--- config.mk ---
export PLATFORM = sky130hd
export DESIGN_NAME = data_memory_responder_flat
export DESIGN_NICKNAME = d
export VERILOG_FILES = /design/src/rtl/data_mem_if.sv /design/src/rtl/data_memory_responder.sv /design/src/flat_wrapper.sv
export SDC_FILE = /design/constraint.sdc
export NUM_CORES = 2
export LEC_CHECK = 0
export ABC_AREA = 1
export CORE_ASPECT_RATIO = 0.6
export CORE_MARGIN = 1
export CORE_UTILIZATION = 50
export DETAILED_ROUTE_END_ITERATION = 10
export HOLD_SLACK_MARGIN = 0.15
export PLACE_DENSITY = 0.66
export SYNTH_ARGS = -nofsm -noshare
export SYNTH_HDL_FRONTEND = slang
export SYNTH_SLANG_ARGS = --single-unit
export TNS_END_PERCENT = 5
--- constraint.sdc ---
create_clock -name clk -period 3.8 [get_ports clk]
set_input_delay 0.57 -clock clk [delete_from_list [all_inputs] [get_ports clk]]
set_output_delay 0.57 -clock clk [all_outputs]
set_load 0.02 [all_outputs]
--- src/rtl/data_mem_if.sv ---
// Load/store request and response channels between the CPU datapath and its data memory.
// Each channel uses a valid/ready handshake.
interface data_mem_if;
    logic        req_valid;
    logic        req_ready;
    logic        req_write;
    logic [31:0] req_addr;
    logic [31:0] req_wdata;
    logic        rsp_valid;
    logic        rsp_ready;
    logic [31:0] rsp_rdata;
    logic        rsp_err;

    modport master (
        output req_valid, req_write, req_addr, req_wdata, rsp_ready,
        input  req_ready, rsp_valid, rsp_rdata, rsp_err
    );

    modport slave (
        input  req_valid, req_write, req_addr, req_wdata, rsp_ready,
        output req_ready, rsp_valid, rsp_rdata, rsp_err
    );
endinterface

--- src/rtl/data_memory_responder.sv ---
// Word-addressed data RAM that answers one load/store at a time.
// Each response arrives LATENCY cycles after the request is accepted.
module data_memory_responder #(
    parameter int DEPTH   = 64,
    parameter int LATENCY = 2
) (
    input  logic       clk,
    input  logic       reset,
    data_mem_if.slave  bus
);
    localparam int AW = (DEPTH > 1) ? $clog2(DEPTH) : 1;
    localparam int CW = (LATENCY > 1) ? $clog2(LATENCY) : 1;

    typedef enum logic [1:0] {IDLE, BUSY, RESP} state_t;

    state_t          state, state_nxt;
    logic [CW-1:0]   cnt;
    logic            lat_write;
    logic [31:0]     lat_addr;
    logic [31:0]     lat_wdata;
    logic [31:0]     rdata;
    logic            err;
    logic [31:0]     mem [DEPTH];
    logic            access;
    logic            bad;
    logic [AW-1:0]   widx;

    // Full 30-bit word index compare so high addresses never alias low words.
    assign bad    = (lat_addr[1:0] != 2'b00) || (lat_addr[31:2] >= 30'(DEPTH));
    assign widx   = lat_addr[AW+1:2];
    assign access = (state == BUSY) && (cnt == '0);

    always_ff @(posedge clk) begin
        if (reset) state <= IDLE;
        else       state <= state_nxt;
    end

    always_comb begin
        state_nxt = state;
        case (state)
            IDLE:    if (bus.req_valid) state_nxt = BUSY;
            BUSY:    if (access)        state_nxt = RESP;
            RESP:    if (bus.rsp_ready) state_nxt = IDLE;
            default: state_nxt = IDLE;
        endcase
    end

    always_ff @(posedge clk) begin
        if (reset) begin
            cnt       <= '0;
            lat_write <= 1'b0;
            lat_addr  <= '0;
            lat_wdata <= '0;
            rdata     <= '0;
            err       <= 1'b0;
        end else begin
            case (state)
                IDLE: if (bus.req_valid) begin
                    lat_write <= bus.req_write;
                    lat_addr  <= bus.req_addr;
                    lat_wdata <= bus.req_wdata;
                    cnt       <= CW'(LATENCY - 1);
                end
                BUSY: if (cnt != '0) begin
                    cnt <= cnt - 1'b1;
                end else begin
                    err   <= bad;
                    rdata <= (!bad && !lat_write) ? mem[widx] : '0;
                end
                RESP: if (bus.rsp_ready) begin
                    rdata <= '0;
                    err   <= 1'b0;
                end
                default: ;
            endcase
        end
    end

    // RAM has no reset; a reset on the access edge suppresses the write.
    always_ff @(posedge clk) begin
        if (!reset && access && !bad && lat_write)
            mem[widx] <= lat_wdata;
    end

    assign bus.req_ready = (state == IDLE);
    assign bus.rsp_valid = (state == RESP);
    assign bus.rsp_rdata = rdata;
    assign bus.rsp_err   = err;
endmodule

--- src/flat_wrapper.sv ---
// flat-port wrapper written by rule: the top's interface ports become plain ports
module data_memory_responder_flat 
#(
    parameter int DEPTH   = 64,
    parameter int LATENCY = 2
)
  (clk, reset, bus_req_valid, bus_req_write, bus_req_addr, bus_req_wdata, bus_rsp_ready, bus_req_ready, bus_rsp_valid, bus_rsp_rdata, bus_rsp_err);
  data_mem_if bus_i ();
  input  logic clk;
  input  logic reset;
  input wire logic [$bits(bus_i.req_valid)-1:0] bus_req_valid;
  input wire logic [$bits(bus_i.req_write)-1:0] bus_req_write;
  input wire logic [$bits(bus_i.req_addr)-1:0] bus_req_addr;
  input wire logic [$bits(bus_i.req_wdata)-1:0] bus_req_wdata;
  input wire logic [$bits(bus_i.rsp_ready)-1:0] bus_rsp_ready;
  output wire logic [$bits(bus_i.req_ready)-1:0] bus_req_ready;
  output wire logic [$bits(bus_i.rsp_valid)-1:0] bus_rsp_valid;
  output wire logic [$bits(bus_i.rsp_rdata)-1:0] bus_rsp_rdata;
  output wire logic [$bits(bus_i.rsp_err)-1:0] bus_rsp_err;
  assign bus_i.req_valid = bus_req_valid;
  assign bus_i.req_write = bus_req_write;
  assign bus_i.req_addr = bus_req_addr;
  assign bus_i.req_wdata = bus_req_wdata;
  assign bus_i.rsp_ready = bus_rsp_ready;
  assign bus_req_ready = bus_i.req_ready;
  assign bus_rsp_valid = bus_i.rsp_valid;
  assign bus_rsp_rdata = bus_i.rsp_rdata;
  assign bus_rsp_err = bus_i.rsp_err;
  data_memory_responder #(.DEPTH(DEPTH), .LATENCY(LATENCY)) u_core (.clk(clk), .reset(reset), .bus(bus_i));
endmodule
Figure 1. The metal 1 layer.
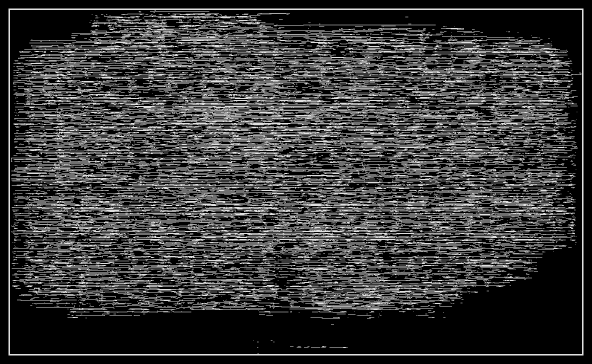
The layer carries 104 mm of wire. The layer holds 42% of the routed length. The wires run mostly horizontal.

Figure 2. M2 wires.
Bar = 200 um. Cells faint in the background.
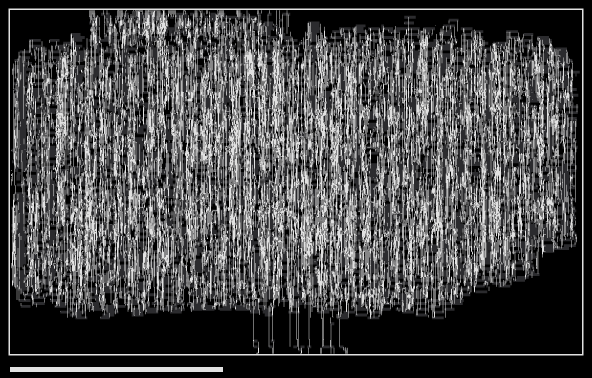
The layer holds 42% of the routed length. The layer carries 106 mm of wire. 5282 nets have wire on it.

Figure 3. M3 wires.
Bar = 200 um.
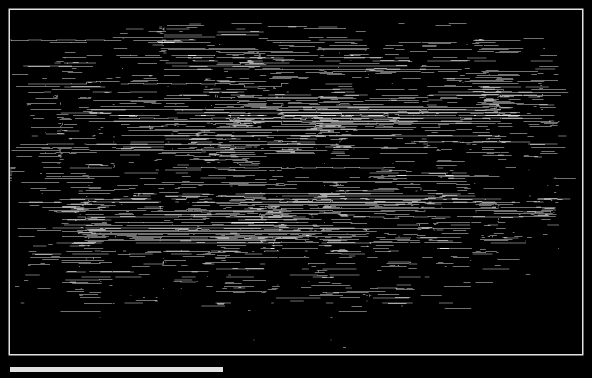
The wires run mostly horizontal. 716 nets have wire on it.

Figure 4. Signal wires on met4.
Cells faint in the background.
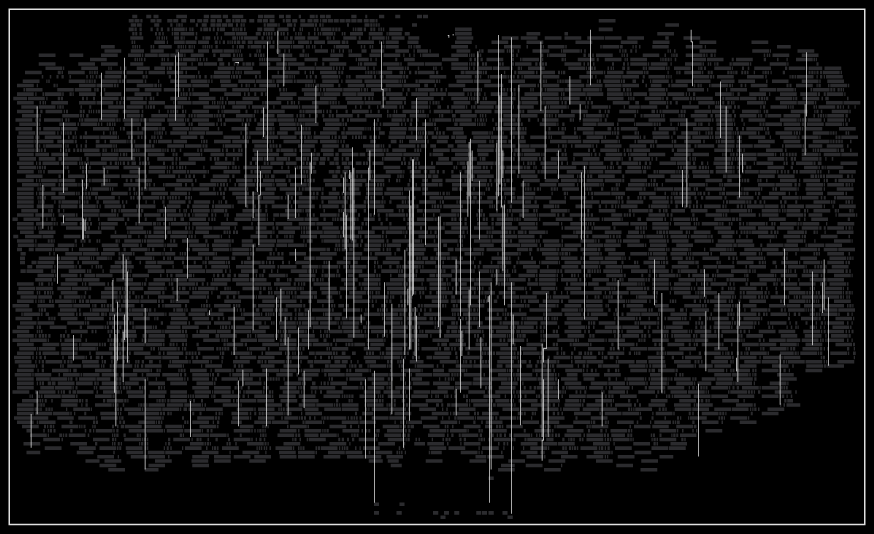
The wires run mostly vertical. The layer holds 2.6% of the routed length. The layer carries 6580 um of wire.

Figure 5. Routing congestion.
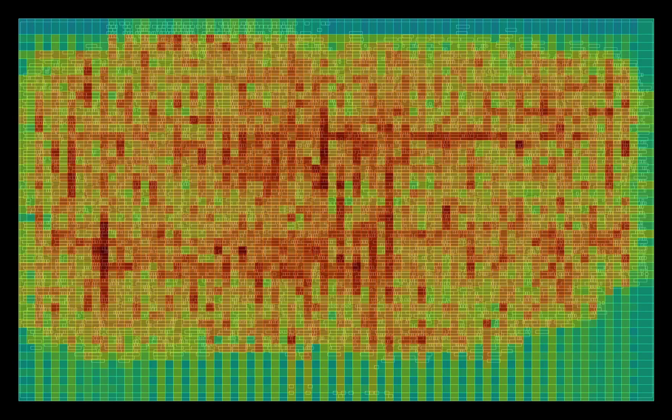
GR Util All Layers: 0.285
GR Util met2: 0.403
grt met3 use: 0.0785

==> results.toml <==
# synthesis and place-and-route metrics
[outcome]
outcome = "finished, final reports clean"

[timing]
period_used_share = 0.835
max-slew-margin-rel = 0.236
clock_skew_ns = 0.0456
finalHoldViolations = 0

[logic_synthesis]
netlist_area_um2 = 86200
syn_inst = 7318
ys_types = 21
syn_area_per_cell_um2 = 11.8
postSynthSeqShare = 0.738
top_cells_by_area = "edfxtp_1 (71%), nand3_1 (11%), nand2_1 (9.6%)"
numSynthFlops = 2155
top_area_cell = "edfxtp_1"
synthFlopType = "edfxtp_1"
yosys_warnings = 0
synth.most_common_cell = "nand2_1"
synth_top_area_share = 0.713

[clock_tree]
cts_made_buffers = 192
cts_hold_buffers = 0
cts.path.max_buffers = 4
cts_tree = "done"
cts_setup_buffers = 0

[pwr]
intPower_w = 0.0379
switching_share = 0.254
p_sw_w = 0.0129
vdd_ir_drop_max_uv = 432
cellPowerDensity_nw_per_um2 = 523

[placed_design]
place_area_um2 = 91100
place.detailed.hpwl_um = 145000
dp.cells = 9436

[global_route]
grt_max_degree = 154
grt_pass1_wl_um = 363000
overflow = 0
grt_pass1_vias = 53200

[hold_path]
hp-start = "bus_req_addr[12]"
hold_path.class = "in2reg"
hold_depth = 3

[floorplan]
die_w_um = 538
chipArea_um2 = 174000
core_um2 = 170000
boundaryPins = 104
die-height_um = 324
nWellTaps = 2261

[finish]
logic_area_um2 = 20000
area_growth_pct = 12.5
n_all_buffers = 329
sh_comb_area = 0.207
regArea_um2 = 63800
buffer_area_frac = 0.0378
seq_share = 0.658
num-multi-input-gates = 4488
final_nets = 7438
drive_above_1_share = 0.0820
largest_class = "flip-flops and latches"

[route]
vias = 57900
ant_nets = 0
first_pass_iters = 6
wl_um = 250000
route.detailed.drc = 0
drt_iter0_drc = 9265

[worst_setup_path]
crit_buf_inv = 2
cp-start-kind = "register"
r2r-start = "u_core.lat_addr[28]$_SDFFE_PP0P_"
crit_path_max_incr_delay_ns = 0.36
reg2reg_depth = 11
worstPathArrival_ns = 3.68
worstPathCellList = "nor2_1 > nand2_1 > nor2_1 > nand4_1 > nor2_2 > nand3_1 > nor2_4 > nand3_2 > buf_4 > nor2_4 > buf_12"
path_class = "reg2reg"
crit_family = "simple AND/OR/NAND/NOR gates"
crit_start = "u_core.lat_addr[28]$_SDFFE_PP0P_"

[run]
tool_warnings = 41
[final timing paths]
| kind | to | slack [ns] |
|---|---|---|
| min reg2reg | u_core.bus.rsp_rdata[3]$_SDFFE_PP0P_ | 0.46 |
| max reg2reg | u_core.mem[58][15]$_DFFE_PP_ | 0.63 |
| min | u_core.lat_addr[12]$_SDFFE_PP0P_ | 0.37 |
| max | u_core.mem[58][15]$_DFFE_PP_ | 0.63 |
[placed cells by master, fill, tap and decap left out, drive strengths merged]
| master | count |
|---|---|
| clkinvlp | 2 |
| nor3 | 2 |
| nand4 | 2 |
| clkbuf | 265 |
| dfxtp | 107 |
| or2 | 22 |
| nor2 | 198 |
| inv | 207 |
| o21ai | 66 |
| nand2 | 2202 |
| nand3 | 1985 |
| bufinv | 9 |
| clkinv | 60 |
| edfxtp | 2048 |
| clkdlybuf4s50 | 103 |
| a21oi | 11 |
| buf | 226 |
[flip-flops by register name, summed over array words and instances (netlist names), named ones only]
signal                count
u_core.mem             2048
u_core.lat_write          1
u_core.state              2
u_core.lat_wdata         32
u_core.bus.rsp_err        1
u_core.lat_addr          32
u_core.bus.rsp_rdata     32
u_core.cnt                1
[routing by layer]
layer,vias up,global-route usage,part of all wire
met2,3495,0.403,0.42
met1,28200,0.433,0.42
met4,6,0.0729,0.026
met5,-,0,0.00012
met3,387,0.0785,0.13
li1,25800,-,-
[power groups by stage]
| stage | logic (W) | clock network, W | registers [W] |
|---|---|---|---|
| 6_report | 0.00467 | 0.0188 | 0.0273 |
| 5_1_grt | 0.00499 | 0.0198 | 0.0273 |
| 3_5_place_dp | 0.00452 | 0 | 0.0278 |
| 3_3_place_gp | 0.00447 | 0 | 0.0277 |
| 4_1_cts | 0.00454 | 0.0189 | 0.0272 |
| 2_1_floorplan | 0.00269 | 0 | 0.0272 |
